### src/rtl/sbqm_controller.sv
// Single-bank queue management controller: counts customers between an entry and an
// exit photocell and registers a wait-time estimate. Optional SBQM_ALARM_EN adds a sticky overflow alarm.
module sbqm_controller #(
    parameter int N = 3
) (
    input  logic         clk,
    input  logic         rst,
    input  logic         Fphoto,
    input  logic         Bphoto,
    input  logic [1:0]   Tcount,
    input  logic [N+1:0] lut_data,
    output logic [N+1:0] lut_addr,
    output logic [N-1:0] Pcount,
    output logic [N+1:0] Wtime,
    output logic         full_flag,
    output logic         empty_flag
`ifdef SBQM_ALARM_EN
    ,
    output logic         alarm
`endif
);

    localparam logic [1:0] ST_EMPTY   = 2'd0;
    localparam logic [1:0] ST_PARTIAL = 2'd1;
    localparam logic [1:0] ST_FULL    = 2'd2;

    localparam logic [N-1:0] CNT_MAX  = '1;
    localparam logic [N-1:0] CNT_ZERO = '0;

    logic         f_s1_q, f_s2_q, f_d_q;
    logic         b_s1_q, b_s2_q, b_d_q;
    logic [1:0]   state_q, state_d;
    logic [N-1:0] cnt_q, cnt_d;
    logic         empty_q, full_q;
    logic [N+1:0] wtime_q;
    logic         f_evt, b_evt;
    logic         entry_only, exit_only;

    // Occupancy class implied by a count; keeps state and count consistent by construction.
    function automatic logic [1:0] state_of(input logic [N-1:0] cnt);
        if (cnt == CNT_ZERO)
            return ST_EMPTY;
        else if (cnt == CNT_MAX)
            return ST_FULL;
        else
            return ST_PARTIAL;
    endfunction

    // Two-flop synchronizers followed by a history flop; events fire on the falling edge (release).
    always_ff @(posedge clk) begin
        if (rst) begin
            f_s1_q <= 1'b0;
            f_s2_q <= 1'b0;
            f_d_q  <= 1'b0;
            b_s1_q <= 1'b0;
            b_s2_q <= 1'b0;
            b_d_q  <= 1'b0;
        end else begin
            f_s1_q <= Fphoto;
            f_s2_q <= f_s1_q;
            f_d_q  <= f_s2_q;
            b_s1_q <= Bphoto;
            b_s2_q <= b_s1_q;
            b_d_q  <= b_s2_q;
        end
    end

    assign f_evt      = f_d_q & ~f_s2_q;
    assign b_evt      = b_d_q & ~b_s2_q;
    assign entry_only = f_evt & ~b_evt;
    assign exit_only  = b_evt & ~f_evt;

    always_comb begin
        cnt_d   = cnt_q;
        state_d = state_q;
        case (state_q)
            ST_EMPTY: begin
                if (entry_only) begin
                    cnt_d   = cnt_q + 1'b1;
                    state_d = state_of(cnt_d);
                end
            end
            ST_PARTIAL: begin
                if (entry_only) begin
                    cnt_d   = cnt_q + 1'b1;
                    state_d = state_of(cnt_d);
                end else if (exit_only) begin
                    cnt_d   = cnt_q - 1'b1;
                    state_d = state_of(cnt_d);
                end
            end
            ST_FULL: begin
                if (exit_only) begin
                    cnt_d   = cnt_q - 1'b1;
                    state_d = state_of(cnt_d);
                end
            end
            default: begin
                cnt_d   = CNT_ZERO;
                state_d = ST_EMPTY;
            end
        endcase
    end

    always_ff @(posedge clk) begin
        if (rst) begin
            state_q <= ST_EMPTY;
            cnt_q   <= CNT_ZERO;
            empty_q <= 1'b1;
            full_q  <= 1'b0;
            wtime_q <= '0;
        end else begin
            state_q <= state_d;
            cnt_q   <= cnt_d;
            empty_q <= (state_d == ST_EMPTY);
            full_q  <= (state_d == ST_FULL);
            wtime_q <= lut_data;
        end
    end

`ifdef SBQM_ALARM_EN
    logic alarm_q, alarm_d;

    // Sticky: an entry attempt while full sets it; only a real decrement clears it.
    always_comb begin
        alarm_d = alarm_q;
        if (entry_only && (state_q == ST_FULL))
            alarm_d = 1'b1;
        else if (exit_only && (state_q != ST_EMPTY))
            alarm_d = 1'b0;
    end

    always_ff @(posedge clk) begin
        if (rst)
            alarm_q <= 1'b0;
        else
            alarm_q <= alarm_d;
    end

    assign alarm = alarm_q;
`endif

    assign lut_addr   = {cnt_q, Tcount};
    assign Pcount     = cnt_q;
    assign Wtime      = wtime_q;
    assign empty_flag = empty_q;
    assign full_flag  = full_q;

endmodule

### config.mk
export PLATFORM = sky130hd
export DESIGN_NAME = sbqm_controller
export DESIGN_NICKNAME = d
export VERILOG_FILES = /design/src/rtl/sbqm_controller.sv
export SDC_FILE = /design/constraint.sdc
export NUM_CORES = 1
export LEC_CHECK = 0
export ABC_AREA = 1
export CAP_MARGIN = 20
export CORE_AREA = 2 2 51 53
export DETAILED_ROUTE_END_ITERATION = 7
export DIE_AREA = 0 0 53 55
export PLACE_DENSITY = 0.7
export SYNTH_ARGS = -nofsm -noshare
export SYNTH_HDL_FRONTEND = slang
export SYNTH_SLANG_ARGS = --single-unit
### constraint.sdc
create_clock -name clk -period 1.55 [get_ports clk]
set_input_delay 0.31 -clock clk [delete_from_list [all_inputs] [get_ports clk]]
set_output_delay 0.31 -clock clk [all_outputs]
set_load 0.005 [all_outputs]
Clock wires, drivers and flops:
Bar = 20 um.
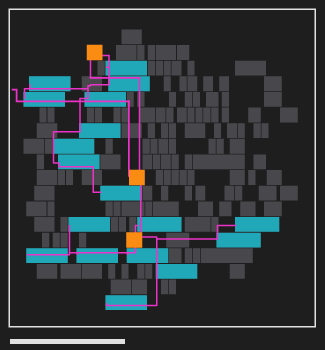
Key: clock wires = magenta [length 207 um]; flip-flops = cyan [count 18]; clock-net drivers = orange [count 3]
There are 4 routed clock nets.
Clk pwr share: 0.272
clk_skew: 0.00117 ns
Late-Pin Clk Latency: 0.29 ns
P_clk: 218 uW

Placement view:
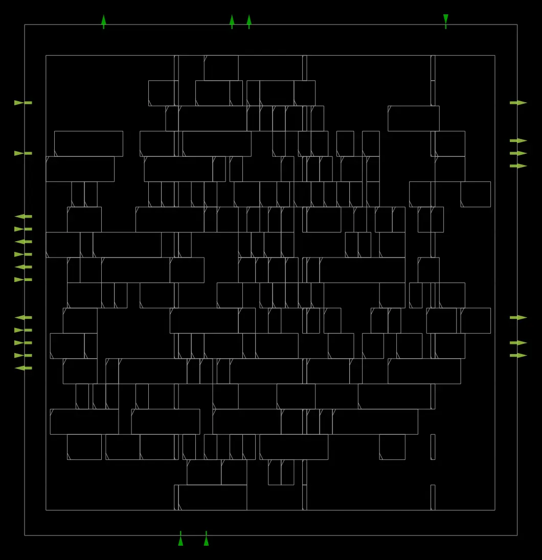
final cell count without fillers: 187
row count: 18
flop count: 18
Tap Cells: 30
final core utilization: 0.516

Wire density map:
11 x 11 tiles, from dark blue (low) to red (high), scaled to the fullest tile. Values are wire area over tile area, all layers added.
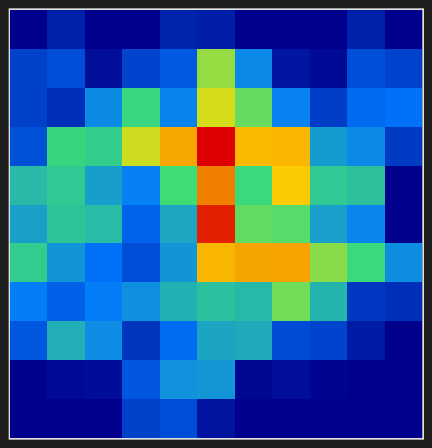
The mean over all tiles is 0.12. The densest ninth of the die: centre. The emptiest ninth of the die: south-east.

Sequential cells grouped by signal name:
Bar = 20 um. Other sequential cells in the stronger grey, the rest of the logic in the fainter grey.
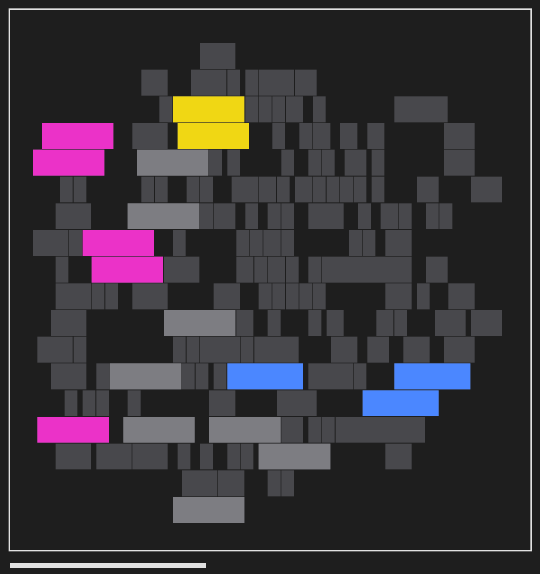
Key: `Wtime` = magenta [flops 5]; `state_q` = yellow [flops 2]; `Pcount` = blue [flops 3]
Another 8 sequential cells are not coloured.
Seq. pwr: 484 uW
FF+latch area: 364 um^2
Seq area share: 0.298

Sizing map:
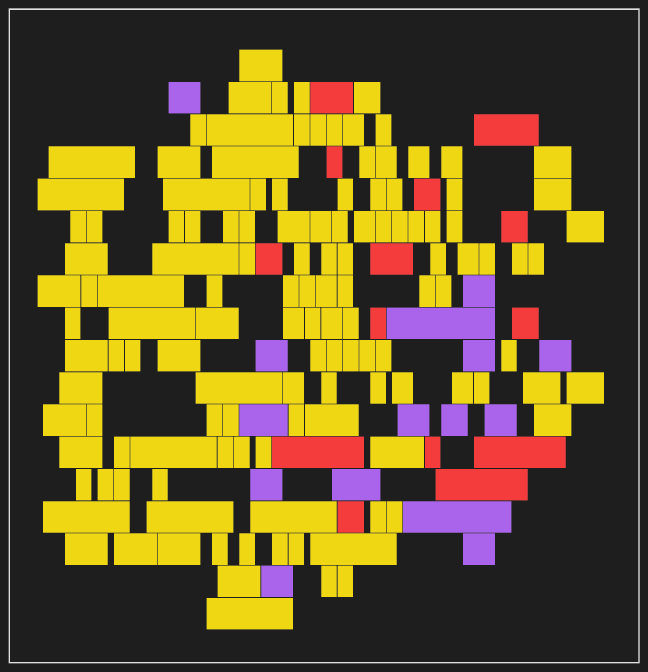
Key: x2 = red [cells 14, share 8.9%]; x3 and x4 = purple [cells 15, share 9.6%]; x1 and smaller = yellow [cells 128, share 82%]

placed cells by master, fill, tap and decap left out:
master           count
inv_1               23
nor2_4               2
dfxtp_2              3
buf_4                7
nand2_1             34
ha_1                 2
o21a_1               1
dfxtp_1             15
ha_4                 2
clkdlybuf4s50_1     15
nand4_1              1
dlygate4sd2_1        6
nand3_1              5
ha_2                 1
nor2_2               1
nand2_2              4
nor2_1              18
o21ai_0              3
clkbuf_4             3
inv_4                1
a21oi_1              5
inv_2                3
nand3_2              2
final timing paths:
path / start / endpoint / slack [ns] / depth (start not counted)
setup / recovery: Pcount[1] / full_flag / 0.05 / 11
hold / removal: b_s1_q / b_s2_q / 0.41 / 2
setup reg to reg: Pcount[1] / full_flag / 0.05 / 11
hold reg to reg: b_s1_q / b_s2_q / 0.41 / 2
==> flow_summary.toml <==
# flow metrics
[worst_setup_path]
arrival_ns = 1.68
path_buffers = 2
cpMostUsedCell = "nand2_1"
cpLargestDelayFamily = "adder cells"
crit_type = "reg -> reg"
slowest_delay_ns = 0.36
slowest_stage = "dfxtp_2"
startpoint_type = "register"
crit_chain = "inv_4 > ha_4 > ha_4 > inv_2 > nand2_1 > nand2_1 > nand2_1 > nand2_1 > o21a_1 > nand2_1 > nor2_1"
worstSetupEndpointType = "register"

[detailed_routing]
wl_per_cell_um = 10.8
dr.pass1.iters = 4
highest_layer = "met4"
wl_met1_um = 795
ant_nets = 0
wl_met2_um = 1010
vias = 847
routed_via_density = 4.53
drt_iter0_drc = 13
finalWirelength_um = 2020

[grt]
use_met1 = 0.165
grt_max_degree = 19
antenna_found_initial = 0
grt_util_met2 = 0.281
grt_use_total = 0.159
grt-ovfl-total = 0
grt_pass1_vias = 786
grt_pass1_wl_um = 3280
met3_usage = 0.0538

[layout]
largest_register_ffs = 5
largest_cell_class = "logic gates"
layout.non_clock_inverters = 27
sh_comb_area = 0.359
area_growth_pct = 34.4
fin_nets = 175
antenna_cells = 0
drive_above_1_share = 0.185
clock_buffers = 3
clk_share = 0.0184
buf_share = 0.209
buffers = 28
comb_cells = 81
fillers = 245

[logic_synthesis]
yosysUniqueCellTypes = 17
ys_sh_simple = 0.320
synthTopLogicFamily = "simple AND/OR/NAND/NOR gates"
fp_nets = 149
ys_top_cells_by_count = "37 x nand2_1, 26 x inv_1, 19 x nor2_1"
aoi_share = 0.0523
syn_area_um2 = 908
ys.flop_type = "dfxtp_1"
top_area_frac = 0.397
yosysWarnings = 0
ys_sh_xor = 0
synth-edff-count = 0
yosysMostFrequentCell = "nand2_1"
ys_top_cells_by_area = "dfxtp_1 40%, nand2_1 15%, inv_1 11%"
syn_inst = 133
yosysTopAreaCell = "dfxtp_1"

[power]
ir_drop_v = 0.000483
top_power_group = "sequential cells"
power.internal_uw = 622
seq_power_share = 0.603
swShare = 0.224
combPwrFrac = 0.125

[place]
dpl_cell_area_mm2 = 0.00114
gp_congestion = 0.895
hpwlAfterDp_um = 1510
place_ws_ns = 0.0183

[die]
io_pins = 26
core_mm2 = 0.00236
die_h_um = 55
fp_util = 0.384

[sta]
setup-tns-final_ns = 0
setup_ws_ns = 0.0485
slew_headroom = 0.762
tightest_slew_ns = 0.357
grt_setup_unrepaired = "true"
holdWs_ns = 0.409
hold_viol_final = 0
setup_viol = 0
finalCritPeriodShare = 0.969
max_freq_ghz = 0.666

[cts]
cts_setup_buffers = 0
clock_tree.buffer_depth = 2
cts-root-buf = "clkbuf_4"
clkTransAtPathRegs_ns = 0.09
cts_max_level = 1
cts_tree = "yes"

[outcome]
status = "complete, no violations"

[job]
warnings = 30
No activity file was given, so power comes from the tool's default toggle rates.
